[config.mk]
export PLATFORM = sky130hd
export DESIGN_NAME = mem_port_arbiter
export DESIGN_NICKNAME = d
export VERILOG_FILES = /design/src/rtl/mem_port_arbiter.sv
export SDC_FILE = /design/constraint.sdc
export NUM_CORES = 1
export LEC_CHECK = 0
export CAP_MARGIN = 0
export CORE_AREA = 4 4 104 106
export CTS_CLUSTER_DIAMETER = 80
export DETAILED_ROUTE_END_ITERATION = 10
export DIE_AREA = 0 0 108 110
export HOLD_SLACK_MARGIN = 0.08
export PLACE_DENSITY = 0.75
export SLEW_MARGIN = 25
export SYNTH_ARGS = -nofsm -noshare
export SYNTH_HDL_FRONTEND = slang
export SYNTH_SLANG_ARGS = --single-unit
[constraint.sdc]
create_clock -name clk_i -period 5.81 [get_ports clk_i]
set_clock_uncertainty 0.1 [all_clocks]
set_input_delay 1.162 -clock clk_i [delete_from_list [all_inputs] [get_ports clk_i]]
set_output_delay 1.162 -clock clk_i [all_outputs]
set_load 0.02 [all_outputs]
[src/rtl/mem_port_arbiter.sv]
// Two-master round-robin arbiter in front of one single-port RAM (req/gnt/rvalid).
// In-order responses are routed back through a small tag FIFO; out-of-range data accesses are answered locally.
module mem_port_arbiter #(
    parameter int unsigned            ADDR_WIDTH      = 32,
    parameter int unsigned            DATA_WIDTH      = 32,
    parameter int unsigned            MAX_OUTSTANDING = 2,
    parameter logic [ADDR_WIDTH-1:0]  MEM_BASE        = '0,
    parameter int unsigned            MEM_SIZE        = 1024
) (
    input  logic                      clk_i,
    input  logic                      rst_ni,

    input  logic                      m0_req_i,
    output logic                      m0_gnt_o,
    output logic                      m0_rvalid_o,
    input  logic [ADDR_WIDTH-1:0]     m0_addr_i,
    output logic [DATA_WIDTH-1:0]     m0_rdata_o,

    input  logic                      m1_req_i,
    output logic                      m1_gnt_o,
    output logic                      m1_rvalid_o,
    input  logic                      m1_we_i,
    input  logic [DATA_WIDTH/8-1:0]   m1_be_i,
    input  logic [ADDR_WIDTH-1:0]     m1_addr_i,
    input  logic [DATA_WIDTH-1:0]     m1_wdata_i,
    output logic [DATA_WIDTH-1:0]     m1_rdata_o,
    output logic                      m1_err_o,

    output logic                      s_req_o,
    input  logic                      s_gnt_i,
    input  logic                      s_rvalid_i,
    output logic                      s_we_o,
    output logic [DATA_WIDTH/8-1:0]   s_be_o,
    output logic [ADDR_WIDTH-1:0]     s_addr_o,
    output logic [DATA_WIDTH-1:0]     s_wdata_o,
    input  logic [DATA_WIDTH-1:0]     s_rdata_i
);

    localparam int unsigned BeWidth  = DATA_WIDTH / 8;
    localparam int unsigned PtrWidth = (MAX_OUTSTANDING > 1) ? $clog2(MAX_OUTSTANDING) : 1;
    localparam int unsigned CntWidth = $clog2(MAX_OUTSTANDING + 1);
    localparam int unsigned LimWidth = ADDR_WIDTH + 1;

    // Window bounds carry one extra bit so MEM_BASE+MEM_SIZE cannot wrap.
    localparam logic [LimWidth-1:0] MemLo    = LimWidth'(MEM_BASE);
    localparam logic [LimWidth-1:0] MemHi    = MemLo + LimWidth'(MEM_SIZE);
    localparam logic [PtrWidth-1:0] PtrLast  = PtrWidth'(MAX_OUTSTANDING - 1);
    localparam logic [CntWidth-1:0] CntFull  = CntWidth'(MAX_OUTSTANDING);

    logic [MAX_OUTSTANDING-1:0] tag_q;
    logic [PtrWidth-1:0]        wr_ptr_q;
    logic [PtrWidth-1:0]        rd_ptr_q;
    logic [CntWidth-1:0]        count_q;
    logic                       last_grant_q;
    logic                       err_pending_q;

    logic fifo_full;
    logic fifo_empty;
    logic m1_oor;
    logic sel_m1;
    logic any_req;
    logic err_take;
    logic fwd;
    logic push;
    logic pop;
    logic rsp_tag;

    function automatic logic [PtrWidth-1:0] ptr_inc(input logic [PtrWidth-1:0] p);
        return (p == PtrLast) ? '0 : p + PtrWidth'(1);
    endfunction

    // Selection, range check and handshake qualification
    always_comb begin
        fifo_full  = 1'b0;
        fifo_empty = 1'b0;
        m1_oor     = 1'b0;
        sel_m1     = 1'b0;
        any_req    = 1'b0;
        err_take   = 1'b0;
        fwd        = 1'b0;
        push       = 1'b0;
        pop        = 1'b0;
        rsp_tag    = 1'b0;

        fifo_full  = (count_q == CntFull);
        fifo_empty = (count_q == '0);
        m1_oor     = ({1'b0, m1_addr_i} < MemLo) || ({1'b0, m1_addr_i} >= MemHi);
        // Master 1 wins a conflict only when master 0 was granted last.
        sel_m1     = m1_req_i && (!m0_req_i || !last_grant_q);
        any_req    = m0_req_i || m1_req_i;
        // A local error must not overtake RAM responses still in flight.
        err_take   = rst_ni && sel_m1 && m1_oor && fifo_empty && !err_pending_q;
        fwd        = rst_ni && any_req && !fifo_full && !(sel_m1 && m1_oor);
        push       = fwd && s_gnt_i;
        pop        = rst_ni && s_rvalid_i && !fifo_empty;
        rsp_tag    = tag_q[rd_ptr_q];
    end

    // Request mux towards the RAM and grant/response fan-out to the masters
    always_comb begin
        s_req_o     = 1'b0;
        s_we_o      = 1'b0;
        s_be_o      = {BeWidth{1'b1}};
        s_addr_o    = m0_addr_i;
        s_wdata_o   = '0;
        m0_gnt_o    = 1'b0;
        m1_gnt_o    = 1'b0;
        m0_rvalid_o = 1'b0;
        m1_rvalid_o = 1'b0;
        m1_err_o    = 1'b0;
        m0_rdata_o  = s_rdata_i;
        m1_rdata_o  = s_rdata_i;

        s_req_o = fwd;
        if (sel_m1) begin
            s_we_o    = m1_we_i;
            s_be_o    = m1_be_i;
            s_addr_o  = m1_addr_i;
            s_wdata_o = m1_wdata_i;
        end

        m0_gnt_o = push && !sel_m1;
        m1_gnt_o = (push && sel_m1) || err_take;

        m0_rvalid_o = pop && !rsp_tag;
        m1_rvalid_o = (pop && rsp_tag) || (rst_ni && err_pending_q);
        m1_err_o    = rst_ni && err_pending_q;
        if (err_pending_q) begin
            m1_rdata_o = '0;
        end
    end

    // Tag FIFO, round-robin pointer and pending local error
    always_ff @(posedge clk_i or negedge rst_ni) begin
        if (!rst_ni) begin
            tag_q         <= '0;
            wr_ptr_q      <= '0;
            rd_ptr_q      <= '0;
            count_q       <= '0;
            last_grant_q  <= 1'b1;
            err_pending_q <= 1'b0;
        end else begin
            if (push) begin
                tag_q[wr_ptr_q] <= sel_m1;
                wr_ptr_q        <= ptr_inc(wr_ptr_q);
            end
            if (pop) begin
                rd_ptr_q <= ptr_inc(rd_ptr_q);
            end
            if (push && !pop) begin
                count_q <= count_q + CntWidth'(1);
            end else if (pop && !push) begin
                count_q <= count_q - CntWidth'(1);
            end
            if (push) begin
                last_grant_q <= sel_m1;
            end else if (err_take) begin
                last_grant_q <= 1'b1;
            end
            err_pending_q <= err_take;
        end
    end

    // A RAM response with nothing outstanding is dropped; flag it in simulation.
    rsp_without_req: assert property (@(posedge clk_i) disable iff (!rst_ni)
                                      !(s_rvalid_i && fifo_empty));

endmodule

**Run 1: placement density heat map**

Drawn at 2 px/um. The die is cut into 11 by 11 equal tiles; black is low, pale yellow is high, 0 to 100% covered.
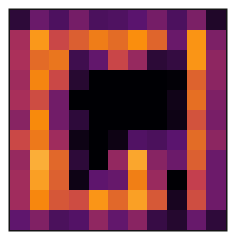
emptiest ninth of the die = middle
mean over tiles = 35%
nearly empty tiles = 14%
tiles over 75% full = 7.4%
fullest tile = 83%
core utilization at floorplan: 16.8%
Post-Route Utilization: 44.6%
area of the core region: 0.00977 mm2

**Run 1: placed cells, one colour a class**

Drawn at 3 px/um. Fill, decap, tap and diode cells in grey.
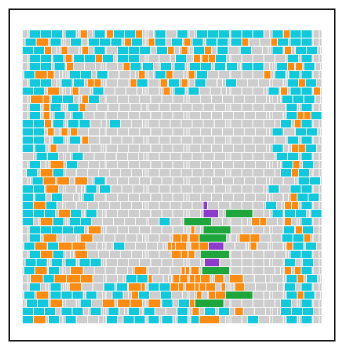
registers -> green  # cells 8, share of their area 4.8%
clock drivers and dummy loads -> purple  # cells 4, share of their area 1.1%
remaining buffers and delay cells -> cyan  # cells 278, share of their area 66%
remaining logic cells -> orange  # cells 151, share of their area 28%
floorplan row count: 36
fraction of area in registers: 4.65%

**Run 1: clock routing**

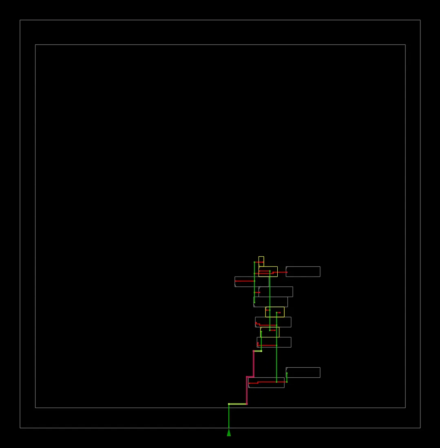
sequential cell count: 8
Num Clock Sinks: 8
power in the clock group: 0.0689 mW

==> results.txt, run 1 <==
yosys + openroad results -> power share of the clock group 8.9%, antenna violations before repair 0, outcome complete, no violations, crit path DRT 4550 ps, CP Cell Sequence clkdlybuf4s50_1 > o2111ai_1 > or3_1 > a21boi_1 > clkdlybuf4s50_1, Sequential Power Share 14.1%, count of endpoints failing setup in the final report 0, initial detailed-routing violation count 60, global-route usage over all layers 12.8%, Crit-path slowest cell sky130_fd_sc_hd__clkdlybuf4s50_1, time the final worst path needs with I/O delays and setup 4810 ps, worst setup path start rst_ni, type of destination of the critical path output port, synthesized chip area reported by yosys between 0.0015 and 0.002 mm2, Gate Count Post-Synth 202, DRC violation count after routing 0, number of global-route vias before repair 2369, worst setup path category primary input to output port, met2 demand-to-capacity share in global routing 25.8%, average wire per standard cell 15.4 um, area growth from synthesis to layout 165%, Hold Crit Start rd_ptr_q, total cells reported by yosys after synthesis 202, most common cell in the netlist sky130_fd_sc_hd__and2_1, min-delay worst type flop to flop, wire length of the first global-routing pass about 12 mm, pin count of the biggest net entering global routing 76, timing endpoint of the critical path m1_gnt_o, buffers inserted by post-CTS timing repair 0, insertion delay to the later sink of the worst-skew pair 220 ps, I/O pin cnt 278, NumNets Final 582, Fin Setup TNS 0 ps, Total Die Area 0.0119 mm2, cell count after placement 570, post-cts hold-fix buffer tally 0, kind of start point of the critical path primary input, tally of yosys warning messages 0, Slew Limit Fails 0, mean cell area of the mapped netlist 8.14 um2, GP Congestion a little under 0.8, detailed placer's ending HPWL 8.03 mm, reg-to-reg critical path endpoint count_q[1], maximum clock frequency 0.208 GHz, Peak supply drop approximately 0.000095 V, startpoint of the lowest-slack register-to-register path last_grant_q, Static Leak 1.63 nW, unrepaired setup endpoints after global routing no, x dimension of the die 108 um, fraction of final layout cells with drive strength greater than 1 10.2%
## run 1: power by group through the flow
stage                     Clock (mW)  Combinational [mW]  Sequential, mW
final                         0.0689               0.598           0.109
after global routing          0.0751               0.634           0.114
after CTS                     0.0709               0.608           0.109
after detailed placement           0               0.605           0.110
after global placement             0               0.599           0.108
after floorplan                    0               0.302          0.0947
## run 1: cell type report
| class | count | area [um2] | area share (%) |
|---|---|---|---|
| Timing Repair Buffer | 278 | 2780 | 63.7 |
| Multi-Input combinational cell | 149 | 1160 | 26.6 |
| Sequential cell | 8 | 203 | 4.65 |
| Tap cell | 133 | 166 | 3.82 |
| Clock buffer | 4 | 45.0 | 1.03 |
| Inverter | 2 | 7.51 | 0.172 |
## run 1: critical path: cells and delay by family
kind / cells / cell delay, ps
buf+inv: 2 / 1450
compound gates: 2 / 530
simple gates: 1 / 410
## run 1: per-stage QoR
stage	hold WS, ps	utilization (%)	power, mW
6_report	406	44.6	0.776
5_1_grt	449	44.6	0.823
4_1_cts	413	44.6	0.788
3_5_place_dp	405	44.2	0.715
3_3_place_gp	384	44.2	0.707
2_1_floorplan	368	-	0.397
## run 1: flip-flops by register name (all words and copies together) (netlist names)
register       count
wr_ptr_q           1
rd_ptr_q           1
count_q            2
tag_q              2
last_grant_q       1
err_pending_q      1
## run 1: cell families after synthesis
kind of cell	after synthesis	share of synthesized area, %
buf+inv	45	17.9
mux	34	23.1
flops	8	12.3
compound gates	15	6.62
fa+ha+maj	1	0.761
simple gates	95	37.2
xor+xnor	4	2.13
## run 1: worst min path at each step
stage,endpoint,slack [ps],depth (start not counted)
6_report,rd_ptr_q,410,1
5_1_grt,count_q[1],450,1
4_1_cts,rd_ptr_q,410,1
3_5_place_dp,rd_ptr_q,400,1
3_3_place_gp,rd_ptr_q,380,1
2_1_floorplan,rd_ptr_q,370,1
## run 1: placed cells by master (no fill, tap or decap), types with 2 or more instances in the layout
master and instances:
sky130_fd_sc_hd__nor4b_1 2, sky130_fd_sc_hd__nand2_1 2, sky130_fd_sc_hd__xor2_1 2, sky130_fd_sc_hd__o21ai_0 2, sky130_fd_sc_hd__and2_1 34, sky130_fd_sc_hd__nor2_1 5, sky130_fd_sc_hd__nor4_2 4, sky130_fd_sc_hd__a2bb2oi_1 2
sky130_fd_sc_hd__nor2b_1 33, sky130_fd_sc_hd__clkdlybuf4s50_1 277, sky130_fd_sc_hd__dfrtp_1 6, sky130_fd_sc_hd__xnor2_1 2, sky130_fd_sc_hd__nor4_1 3, sky130_fd_sc_hd__nand2b_1 5, sky130_fd_sc_hd__inv_1 2, sky130_fd_sc_hd__mux2_2 32
sky130_fd_sc_hd__mux2i_1 2, sky130_fd_sc_hd__clkbuf_8 3, sky130_fd_sc_hd__o211ai_1 2
## run 1: routing by layer
metal	part of all wire [%]	wire length, um
met5	0	0
met4	1.0	92
met3	13	1190
met2	54	4790
met1	31	2770
==> run 2: changes to the inputs <==
--- a/config.mk
+++ b/config.mk
@@ -6,12 +6,12 @@
 export NUM_CORES = 1
 export LEC_CHECK = 0
 export CAP_MARGIN = 0
-export CORE_AREA = 4 4 104 106
+export CORE_AREA = 4 4 105 107
 export CTS_CLUSTER_DIAMETER = 80
 export DETAILED_ROUTE_END_ITERATION = 10
-export DIE_AREA = 0 0 108 110
+export DIE_AREA = 0 0 109 111
 export HOLD_SLACK_MARGIN = 0.08
-export PLACE_DENSITY = 0.75
+export PLACE_DENSITY = 0.77
 export SLEW_MARGIN = 25
 export SYNTH_ARGS = -nofsm -noshare
 export SYNTH_HDL_FRONTEND = slang
==> constraint.sdc (replaced) <==
create_clock -name clk_i -period 4.1 [get_ports clk_i]
set_clock_uncertainty 0.1 [all_clocks]
set_input_delay 0.82 -clock clk_i [delete_from_list [all_inputs] [get_ports clk_i]]
set_output_delay 0.82 -clock clk_i [all_outputs]
set_load 0.02 [all_outputs]
**Run 2: routed clock nets over the placement**

Drawn at 4 px/um.
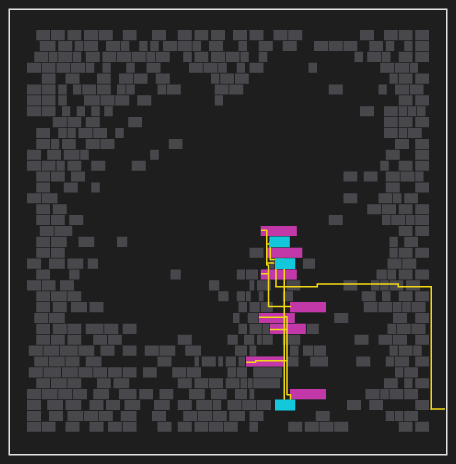
clock wires -> yellow  # length 208 um
clock-net drivers -> cyan  # count 3
flip-flops -> magenta  # count 8
routed clock nets = 4
power in the clock group: 0.101 mW
power share of the clock group: 9.1%

**Run 2: placement density heat map**

Drawn at 2 px/um. The die is cut into 11 by 11 equal tiles; black is low, pale yellow is high, 0 to 100% covered.
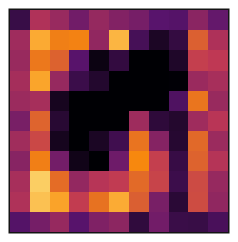
nearly empty tiles = 13%
fullest tile = 89%
tiles over 75% full = 5.8%
mean over tiles = 35%
core utilization at floorplan: 16.2%
Post-Route Utilization: 43.3%
area of the core region: 0.0101 mm2

==> run 2 against run 1 <==
  * Cell count up 1.2%
  * Critical path type unchanged
  * Worst hold slack got worse by 8.1 ps
  * Design area increased by 0.75%
  * Core utilization shrank 1.3 points
  * Highest routed layer unchanged
  * Synthesized cell count did not move
==> results.txt, run 2 <==
yosys + openroad results -> largest registers count_q (2), tag_q (2), DRC violation count after routing 0 (unchanged), synthesized chip area reported by yosys 0.00164 mm2 (unchanged), crit path DRT 3180 ps (-1370 ps), outcome complete, no violations, global-route usage over all layers 14.3% (+1.5 points), uppermost layer routed met4, startpoint of the lowest-slack register-to-register path count_q[0], GP Congestion 0.833 (+8.3%), post-cts hold-fix buffer tally 0 (unchanged), count of endpoints failing setup in the final report 0 (unchanged), maximum clock frequency around 0.27 GHz, antenna violations before repair 0 (unchanged), total cells reported by yosys after synthesis 202 (unchanged), min-delay worst type flop to flop, I/O pin cnt 278 (unchanged), mean cell area of the mapped netlist 8.14 um2 (unchanged), wire length of the first global-routing pass 13.3 mm (+8.5%), reg-to-reg critical path endpoint count_q[1], area growth from synthesis to layout 167%, NumNets Final 586 (+0.69%), x dimension of the die 109 um (+0.93%), unrepaired setup endpoints after global routing no, dominant logic cell type in the layout sky130_fd_sc_hd__clkdlybuf4s50_1, Total Die Area 0.0121 mm2 (+1.8%), worst setup path category primary input to output port, Gate Count Post-Synth 202 (unchanged), met1 wire length 2.96 mm (+6.7%), fraction of final layout cells with drive strength greater than 1 11.9% (+1.7 points)
run 2: cell types whose count changed in the layout (fill, tap and decap cells not counted):
cell                              delta
sky130_fd_sc_hd__buf_12              +1
sky130_fd_sc_hd__buf_4               +8
sky130_fd_sc_hd__dfrtp_2             -1
sky130_fd_sc_hd__clkdlybuf4s50_1     -5
sky130_fd_sc_hd__dfrtp_1             +1
run 2: metal layers:
layer	vias to the layer above	GRT usage, %
met5	-	0
met4	0	4.97
met3	14	6.93
met2	175	27.4
met1	1029	12.4
li1	1137	-
run 2: metrics by stage:
step	hold WS [ps]	utilization, %	worst slack (ps)	cell area, um2	power (mW)
floorplan	368	-	1160	1640	0.563
global placement	382	42.9	366	4350	1.01
detailed placement	399	42.9	357	4350	1.03
CTS	407	43.3	354	4390	1.13
global route	427	43.3	228	4390	1.18
finish	398	43.3	358	4390	1.12
run 2: kinds of logic after synthesis:
| kind of cell | after synthesis | share of synthesized area, % |
|---|---|---|
| simple gates | 95 | 37.2 |
| fa+ha+maj | 1 | 0.761 |
| mux | 34 | 23.1 |
| buf+inv | 45 | 17.9 |
| compound gates | 15 | 6.62 |
| flops | 8 | 12.3 |
| xor+xnor | 4 | 2.13 |
run 2: worst max path at each step:
stage | start | to | slack, ps | cells past startpoint
6_report | m1_req_i | s_addr_o[16] | 360 | 5
5_1_grt | m1_addr_i[28] | s_req_o | 230 | 6
4_1_cts | m1_req_i | s_addr_o[11] | 350 | 5
3_5_place_dp | m1_req_i | s_addr_o[11] | 360 | 5
3_3_place_gp | m1_addr_i[28] | s_req_o | 370 | 6
2_1_floorplan | m1_addr_i[29] | m1_gnt_o | 1160 | 4
run 2: layout make-up:
| class | instances | share of cell area [%] |
|---|---|---|
| timing repair buffer | 282 | 64.0 |
| multi-input combinational | 149 | 26.4 |
| sequential | 8 | 4.58 |
| tap | 136 | 3.87 |
| clock buffer | 4 | 1.03 |
| inverter | 2 | 0.171 |
run 2: worst max-delay path: stages:
cell and delay (ps):
sky130_fd_sc_hd__clkdlybuf4s50_1 520, sky130_fd_sc_hd__a21boi_4 210, sky130_fd_sc_hd__buf_12 290, sky130_fd_sc_hd__mux2_2 400, sky130_fd_sc_hd__clkdlybuf4s50_1 550
run 2: where the power goes:
group	internal [mW]	switching, mW	leakage, nW
combinational	0.474	0.388	1.54
clock	0.0676	0.0337	0.0228
sequential	0.107	0.0474	0.0970
total	0.649	0.469	1.66
Power and IR drop assume default switching activity.
